Run 1, wiring heat map:
The bar under the picture is 20 µm long. The die is cut into 18 by 18 equal tiles; black is low, pale yellow is high, scaled to the fullest tile. Values are wire area over tile area, all layers added.
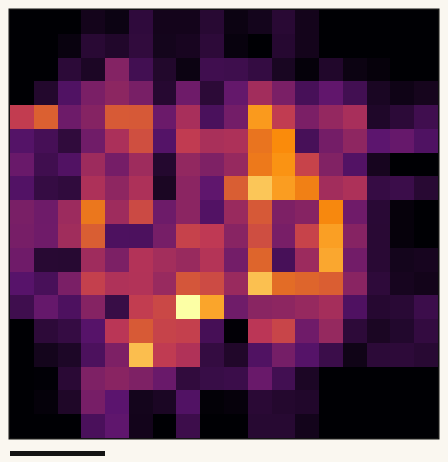
Run 1, placement view:
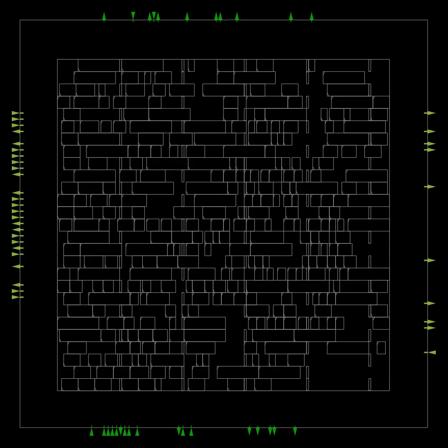
Run 1, zoomed window:
The bar under the picture is 20 µm long. Window x 0 to 50, y 0 to 50 µm. Cells in gray, sequential cells in the stronger gray; small squares are vias.
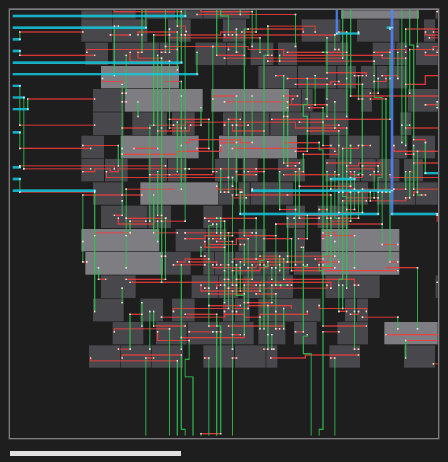
===== src/rtl/nibble_stream_pkg.sv =====
// Shared definitions for the nibble-stream stages: keep encodings, the
// downsizer state encoding and the keep-to-nibble-count decode.
package nibble_stream_pkg;

  localparam logic [7:0] KEEP_1NIB = 8'd4;
  localparam logic [7:0] KEEP_2NIB = 8'd8;
  localparam logic [7:0] KEEP_3NIB = 8'd12;
  localparam logic [7:0] KEEP_4NIB = 8'd16;

  typedef logic [1:0] state_t;

  localparam state_t ST_IDLE    = 2'd0;
  localparam state_t ST_SEND_LO = 2'd1;
  localparam state_t ST_SEND_HI = 2'd2;

  // Returns 0 for any keep value that is not a whole number of nibbles 1..4.
  function automatic logic [2:0] keep_to_nibbles(input logic [7:0] keep);
    case (keep)
      KEEP_1NIB: keep_to_nibbles = 3'd1;
      KEEP_2NIB: keep_to_nibbles = 3'd2;
      KEEP_3NIB: keep_to_nibbles = 3'd3;
      KEEP_4NIB: keep_to_nibbles = 3'd4;
      default:   keep_to_nibbles = 3'd0;
    endcase
  endfunction

endpackage


===== src/rtl/pkt_len_counter.sv =====
// Saturating per-packet length counter. Accumulates i_add_val per transfer and
// reports the total (plus a saturation flag) one cycle after the last transfer.
module pkt_len_counter #(
  parameter int LEN_W = 12
) (
  input  logic             clk,
  input  logic             rst_n,
  input  logic             i_add_en,
  input  logic [1:0]       i_add_val,
  input  logic             i_last,
  output logic             o_done,
  output logic [LEN_W-1:0] o_len,
  output logic             o_sat
);

  localparam logic [LEN_W:0] MAX_COUNT = {1'b0, {LEN_W{1'b1}}};

  logic [LEN_W-1:0] r_count;
  logic             r_sat;
  logic             r_done;
  logic [LEN_W-1:0] r_len;
  logic             r_sat_out;

  logic [LEN_W:0]   w_sum;
  logic             w_ovf;
  logic [LEN_W-1:0] w_next;

  assign w_sum  = {1'b0, r_count} + (LEN_W+1)'(i_add_val);
  assign w_ovf  = (w_sum > MAX_COUNT);
  assign w_next = w_ovf ? {LEN_W{1'b1}} : w_sum[LEN_W-1:0];

  // NOTE: every register below uses non-blocking assignment so all flops
  // update together on the edge regardless of statement order.
  always_ff @(posedge clk or negedge rst_n) begin
    if (!rst_n) begin
      r_count   <= '0;
      r_sat     <= 1'b0;
      r_done    <= 1'b0;
      r_len     <= '0;
      r_sat_out <= 1'b0;
    end else begin
      r_done <= 1'b0;
      if (i_add_en) begin
        if (i_last) begin
          // Report and clear on the same edge; the next packet starts from 0.
          r_done    <= 1'b1;
          r_len     <= w_next;
          r_sat_out <= r_sat | w_ovf;
          r_count   <= '0;
          r_sat     <= 1'b0;
        end else begin
          r_count <= w_next;
          r_sat   <= r_sat | w_ovf;
        end
      end
    end
  end

  assign o_done = r_done;
  assign o_len  = r_len;
  assign o_sat  = r_sat_out;

endmodule


===== src/rtl/nibble_byte_downsizer.sv =====
// Converts the 16-bit packed nibble stream into an 8-bit byte stream with
// byte-level keep/last, drops illegal-keep beats and reports packet lengths.
module nibble_byte_downsizer
  import nibble_stream_pkg::*;
#(
  parameter int LEN_W = 12
) (
  input  logic             clk,
  input  logic             rst,
  input  logic [15:0]      s_data,
  input  logic [7:0]       s_keep,
  input  logic             s_valid,
  input  logic             s_last,
  output logic             s_ready,
  output logic [7:0]       m_data,
  output logic [7:0]       m_keep,
  output logic             m_valid,
  output logic             m_last,
  input  logic             m_ready,
  output logic             pkt_done,
  output logic [LEN_W-1:0] pkt_nibbles,
  output logic             pkt_sat,
  output logic             keep_err
);

  state_t      r_state;
  state_t      w_state_next;
  logic [15:0] r_hr_data;
  logic [2:0]  r_hr_n;
  logic        r_hr_last;
  logic        r_keep_err;

  logic [2:0]  w_s_nibbles;
  logic        w_final_byte;
  logic        w_accept;
  logic        w_load;
  logic        w_xfer;
  logic [1:0]  w_add_val;

  assign w_s_nibbles  = keep_to_nibbles(s_keep);
  // The held beat can be replaced only while its last byte is leaving.
  assign w_final_byte = (r_state == ST_SEND_HI) ||
                        ((r_state == ST_SEND_LO) && (r_hr_n <= 3'd2));
  assign s_ready      = (r_state == ST_IDLE) || (m_ready && w_final_byte);
  assign w_accept     = s_valid && s_ready;
  assign w_load       = w_accept && (w_s_nibbles != 3'd0);
  assign m_valid      = (r_state != ST_IDLE);
  assign w_xfer       = m_valid && m_ready;

  always_comb begin
    w_state_next = r_state;
    case (r_state)
      ST_IDLE: begin
        if (w_load) w_state_next = ST_SEND_LO;
      end
      ST_SEND_LO: begin
        if (m_ready) begin
          if (r_hr_n > 3'd2)  w_state_next = ST_SEND_HI;
          else if (w_load)    w_state_next = ST_SEND_LO;
          else                w_state_next = ST_IDLE;
        end
      end
      ST_SEND_HI: begin
        if (m_ready) w_state_next = w_load ? ST_SEND_LO : ST_IDLE;
      end
      default: w_state_next = ST_IDLE;
    endcase
  end

  // NOTE: every output gets a default before the case so no latch is inferred
  // for the IDLE state or unused encodings.
  always_comb begin
    m_data = 8'h00;
    m_keep = 8'h00;
    m_last = 1'b0;
    case (r_state)
      ST_SEND_LO: begin
        m_data = {(r_hr_n >= 3'd2) ? r_hr_data[7:4] : 4'h0, r_hr_data[3:0]};
        m_keep = (r_hr_n >= 3'd2) ? KEEP_2NIB : KEEP_1NIB;
        m_last = r_hr_last && (r_hr_n <= 3'd2);
      end
      ST_SEND_HI: begin
        m_data = {(r_hr_n == 3'd4) ? r_hr_data[15:12] : 4'h0, r_hr_data[11:8]};
        m_keep = (r_hr_n == 3'd4) ? KEEP_2NIB : KEEP_1NIB;
        m_last = r_hr_last;
      end
      default: ;
    endcase
  end

  // NOTE: the holding register is reset with the FSM so a reset mid-packet
  // leaves no stale beat that could surface on m_data.
  always_ff @(posedge clk or negedge rst) begin
    if (!rst) begin
      r_state    <= ST_IDLE;
      r_hr_data  <= '0;
      r_hr_n     <= '0;
      r_hr_last  <= 1'b0;
      r_keep_err <= 1'b0;
    end else begin
      r_state    <= w_state_next;
      r_keep_err <= w_accept && (w_s_nibbles == 3'd0);
      if (w_load) begin
        r_hr_data <= s_data;
        r_hr_n    <= w_s_nibbles;
        r_hr_last <= s_last;
      end
    end
  end

  assign keep_err  = r_keep_err;
  assign w_add_val = (m_keep == KEEP_2NIB) ? 2'd2 : 2'd1;

  pkt_len_counter #(
    .LEN_W (LEN_W)
  ) u_len (
    .clk       (clk),
    .rst_n     (rst),
    .i_add_en  (w_xfer),
    .i_add_val (w_add_val),
    .i_last    (m_last),
    .o_done    (pkt_done),
    .o_len     (pkt_nibbles),
    .o_sat     (pkt_sat)
  );

endmodule


===== config.mk =====
export PLATFORM = sky130hd
export DESIGN_NAME = nibble_byte_downsizer
export DESIGN_NICKNAME = d
export VERILOG_FILES = /design/src/rtl/nibble_stream_pkg.sv /design/src/rtl/pkt_len_counter.sv /design/src/rtl/nibble_byte_downsizer.sv
export SDC_FILE = /design/constraint.sdc
export NUM_CORES = 1
export LEC_CHECK = 0
export CORE_MARGIN = 8
export CORE_UTILIZATION = 50
export CTS_CLUSTER_DIAMETER = 30
export DETAILED_ROUTE_END_ITERATION = 6
export PLACE_DENSITY_LB_ADDON = 0.25
export SLEW_MARGIN = 20
export SYNTH_ARGS = -nofsm -noshare
export SYNTH_HDL_FRONTEND = slang
export SYNTH_SLANG_ARGS = --single-unit
export TNS_END_PERCENT = 30

===== constraint.sdc =====
create_clock -name clk -period 3.17 [get_ports clk]
set_input_delay 0.317 -clock clk [delete_from_list [all_inputs] [get_ports clk]]
set_output_delay 0.317 -clock clk [all_outputs]
set_load 0.1 [all_outputs]

==> results.toml, run 1 <==
# physical design summary
[logic_synthesis]
synth-area-yosys_um2 = 2760
netlist_top_cells_area = "dfrtp_1 (45%), mux2_4 (4.9%), o21ai_0 (3.4%), mux2_2 (3.3%), ha_1 (2.7%)"
synthDominantAreaCellType = "dfrtp_1"
synth_seq_share = 0.453
post_synth_most_frequent_cells = "dfrtp_1 (50), o21ai_0 (19), nand2_1 (15), nor2_1 (15), nor3_1 (12)"
synth_largest_type_area_fraction = 0.453
post_synth_instance_area_um2 = 2760
yosys.cell_count.top_type = "dfrtp_1"
yosys_warnings = 0
synthDistinctLibCells = 53

[setup_path]
timing.rr.end = "u_len.o_len[5]$_DFFE_PN0P_"
crit_required_ns = 3.40
cp_num_cells = 14
critical-path-top-delay-family = "simple AND/OR/NAND/NOR gates"
critical_path_peak_fanout = 8
critPathSlowestCell = "dfrtp_1"
timing.critical_path.to = "u_len.o_len[5]$_DFFE_PN0P_"
r2r-start = "r_state[0]$_DFFE_PN0P_"
worstSetupStartpointType = "flip-flop"
worstSetupPathType = "reg -> reg"
worst_r2r_path_depth = 14

[cts]
cts_tree = "built"
cts_hold_buffers = 0
cts_max_level = 2
clk_root_buffer_cell = "clkbuf_8"
clk_path_buf_depth = 2
clock_buffers_created_by_tritoncts = 5
cts_sink_cnt = 50

[floorplan]
floorplan.io_pins = 63
die-area_um2 = 8160
floorplan.die.width_um = 90.3
rows = 27
chipHeight_um = 90.3

[final_timing]
slew_violations = 0
worst-slew-pin-transition_ns = 0.971
timing.final.crit_share = 0.888
finalSetupViolCount = 0
max_freq_mhz = 355
totalNegativeSetupSlack_ns = 0
final_period_minus_worst_setup_slack_ns = 2.82
setup_ws_ns = 0.354
relSlewSlack = 0.351

[run_status]
status = "completed"

[cells_and_area]
top_register = "r_hr_data"
antenna_fix_cells = 0
area_delta_synth_final_pct = 25.2
largest_register_ffs = 16
finalCoreUtilization = 0.640
layout_top_cell_excl_fill_tap = "dfrtp_1"
finalInstanceArea_um2 = 3460
comb_area_um2 = 1390

[global_routing]
met1_usage = 0.200
globalRoute.busiestLayer = "met2"
met2_usage = 0.258
global_route_usage_over_all_layers = 0.161
grt_max_degree = 33
grtUsageMet3 = 0.0490
antenna_violations_before_repair = 0

[placed_design]
gp_congestion = 0.888
placed_cells_incl_taps = 393

[detailed_routing]
drt_iter0_drc = 76
post_drt_via_cell_ratio = 5.52
detail_route.drc_violations = 0
route.detailed.wl_per_inst_um = 15.5
routed.top_layer = "met4"
drt.antenna.violating_nets = 0
wl_met1_um = 2780
detailroute.wirelength.met3_um = 386
total_via_count_after_detailed_routing = 2213

[job]
log.warning_count = 29
drv_cap = 0

[power_and_ir_drop]
totalPowerFinal_uw = 1920
power_per_cell_area_nw_per_um2 = 556
-- 'wiring heat map' (at the start) --
The mean over all tiles is 0.12. The emptiest ninth of the die: lower right. The fullest tile reaches 0.49. 18% of the tiles are nearly empty. The densest ninth of the die: center. 14% of the tiles are over half the peak.

-- 'placement view' (at the start) --
area of the placeable core: 5410 µm²
sequential share of cell area: 0.362
final sequential cell count: 50
fin cells: 401

-- 'zoomed window' (at the start) --
Red stands for met1. Green stands for met2. Blue stands for met4. Cyan stands for met3.
Most frequent: clkdlybuf4s50_1 (17), buf_4 (12), dfrtp_1 (11). Sequential cells in the window: 11. 118 logic cells have their middle in the window. Netlist names of flops here include r_hr_data (5), r_hr_n (3), r_state (2).

-- run 1: area by class of cell --
type / count / share of cell area
multi-input cells: 195 / 0.402
flip-flops and latches: 50 / 0.362
clock buffers: 5 / 0.0199
inverters: 10 / 0.0109
clock inverters: 3 / 0.00615
repair buffers: 66 / 0.173
well taps: 72 / 0.0261
-- run 1: report_power, final --
part	leakage [µW]	internal [µW]	switching [µW]
registers	0.000669	707	56.5
logic	0.000772	274	517
clock network	0.0000441	155	213
-- run 1: cell families after synthesis --
| kind of cell | synth area share |
|---|---|
| compound gates | 0.170 |
| xor+xnor | 0.0254 |
| fa+ha+maj | 0.0344 |
| buf+inv | 0.0521 |
| flops | 0.453 |
| mux | 0.0888 |
| other cells | 0.00136 |
| simple gates | 0.174 |
## Run 2: what changed since run 1
--- a/config.mk
+++ b/config.mk
@@ -9,9 +9,9 @@
 export CORE_UTILIZATION = 50
 export CTS_CLUSTER_DIAMETER = 30
 export DETAILED_ROUTE_END_ITERATION = 6
+export GPL_ROUTABILITY_DRIVEN = 0
 export PLACE_DENSITY_LB_ADDON = 0.25
 export SLEW_MARGIN = 20
 export SYNTH_ARGS = -nofsm -noshare
 export SYNTH_HDL_FRONTEND = slang
 export SYNTH_SLANG_ARGS = --single-unit
-export TNS_END_PERCENT = 30
Run 2, cells colored by class:
Fill, decap, tap and diode cells in gray.
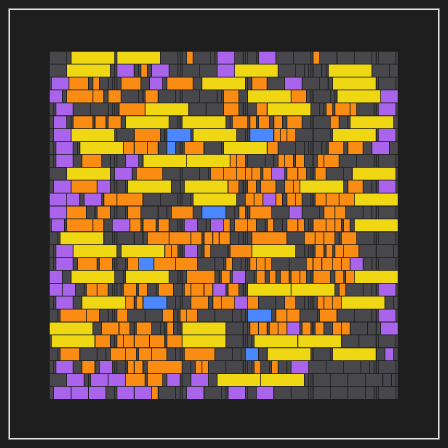
Blue stands for clock drivers and dummy loads, cells 8, share of their area 2.7%. Purple stands for other buffers and delay cells, cells 66, share of their area 18%. Yellow stands for flops, cells 50, share of their area 37%. Orange stands for all other logic, cells 205, share of their area 42%.

==> run 2 against run 1 <==
Highest routed layer unchanged. Clock-buffer cell count unchanged. Critical endpoint unchanged. Clock skew is the same. Critical path type unchanged. Area after synthesis is the same. Power unchanged. Synthesized cell count stayed put.
==> results.toml, run 2 <==
# physical design summary
[logic_synthesis]
post_synth_ao_oa_area_fraction = 0.170
post_synth_instance_area_um2 = 2760
synth_xor_xnor_area_share = 0.0254
synth-area-yosys_um2 = 2760
logic_family = "simple AND/OR/NAND/NOR gates"
synth_largest_type_area_fraction = 0.453
yosys.cell_count.top_type = "dfrtp_1"
netlist_top_cells_area = "dfrtp_1 (45%), mux2_4 (4.9%), o21ai_0 (3.4%), mux2_2 (3.3%), ha_1 (2.7%)"
synth_seq_share = 0.453
yosys_warnings = 0

[floorplan]
chipHeight_um = 90.3
floorplan.io_pins = 63
rows = 27
die-area_um2 = 8160
floorplan.die.width_um = 90.3
nWellTaps = 72

[cells_and_area]
finalInstanceArea_um2 = 3460
antenna_fix_cells = 0
seq-cell-share = 0.362
area_delta_synth_final_pct = 25.2
num-multi-input-gates = 195
finalCoreUtilization = 0.640
final-instance-count-excl-fill = 401
top_register = "r_hr_data"
num-clock-buffers = 5
clk_share = 0.0261
layout.cells.largest_class = "logic gates"
largest_register_ffs = 16
layout.buffer.nonclock.area_share = 0.173
n_all_inverters = 10
num-nonclk-buffers = 66

[cts]
cts_hold_buffers = 0
clk_root_buffer_cell = "clkbuf_8"
clk_path_buf_depth = 2
cts_tree = "built"
cts_sink_cnt = 50
clock_buffers_created_by_tritoncts = 5

[final_timing]
relSlewSlack = 0.351
totalNegativeSetupSlack_ns = 0
max_freq_mhz = 355
setup_ws_ns = 0.354
timing.final.crit_share = 0.888
final_period_minus_worst_setup_slack_ns = 2.82
finalSetupViolCount = 0
worst-slew-pin-transition_ns = 0.971
slew_violations = 0

[power_and_ir_drop]
power.internal_uw = 1140
totalPowerFinal_uw = 1920
power_per_cell_area_nw_per_um2 = 556
clkPwrFrac = 0.192
p_switching_uw = 787
comb_power_uw = 791
sequentialPowerShare = 0.397
power.share.combinational = 0.411
power_leader = "combinational logic"
p_seq_uw = 763

[setup_path]
critical-path-top-delay-family = "simple AND/OR/NAND/NOR gates"
critical_path_peak_fanout = 8

[global_routing]
global_route_usage_over_all_layers = 0.161

[detailed_routing]
total_via_count_after_detailed_routing = 2213
drt.antenna.violating_nets = 0
detailroute.wirelength.met3_um = 386
wl_met1_um = 2780
drt_iter0_drc = 76
detail_route.drc_violations = 0

[run_status]
status = "completed"

[placed_design]
placed_cells_incl_taps = 393

[job]
drv_cap = 0
## run 2: path summary, 6_finish.rpt
kind	cells after the start	from	to	slack (ns)
max reg2reg	14	r_state[0]$_DFFE_PN0P_	u_len.o_len[5]$_DFFE_PN0P_	0.35
min	1	rst	u_len.r_count[9]$_DFFE_PN0P_	0.05
min in group clk	2	u_len.r_count[0]$_DFFE_PN0P_	u_len.r_count[0]$_DFFE_PN0P_	0.51
max in group asynchronous	2	rst	r_hr_data[8]$_DFFE_PN0P_	2.39
min reg2reg	2	u_len.r_count[0]$_DFFE_PN0P_	u_len.r_count[0]$_DFFE_PN0P_	0.51
max	14	r_state[0]$_DFFE_PN0P_	u_len.o_len[5]$_DFFE_PN0P_	0.35
Power figures rest on the tool's default switching activity, not on a simulated workload.
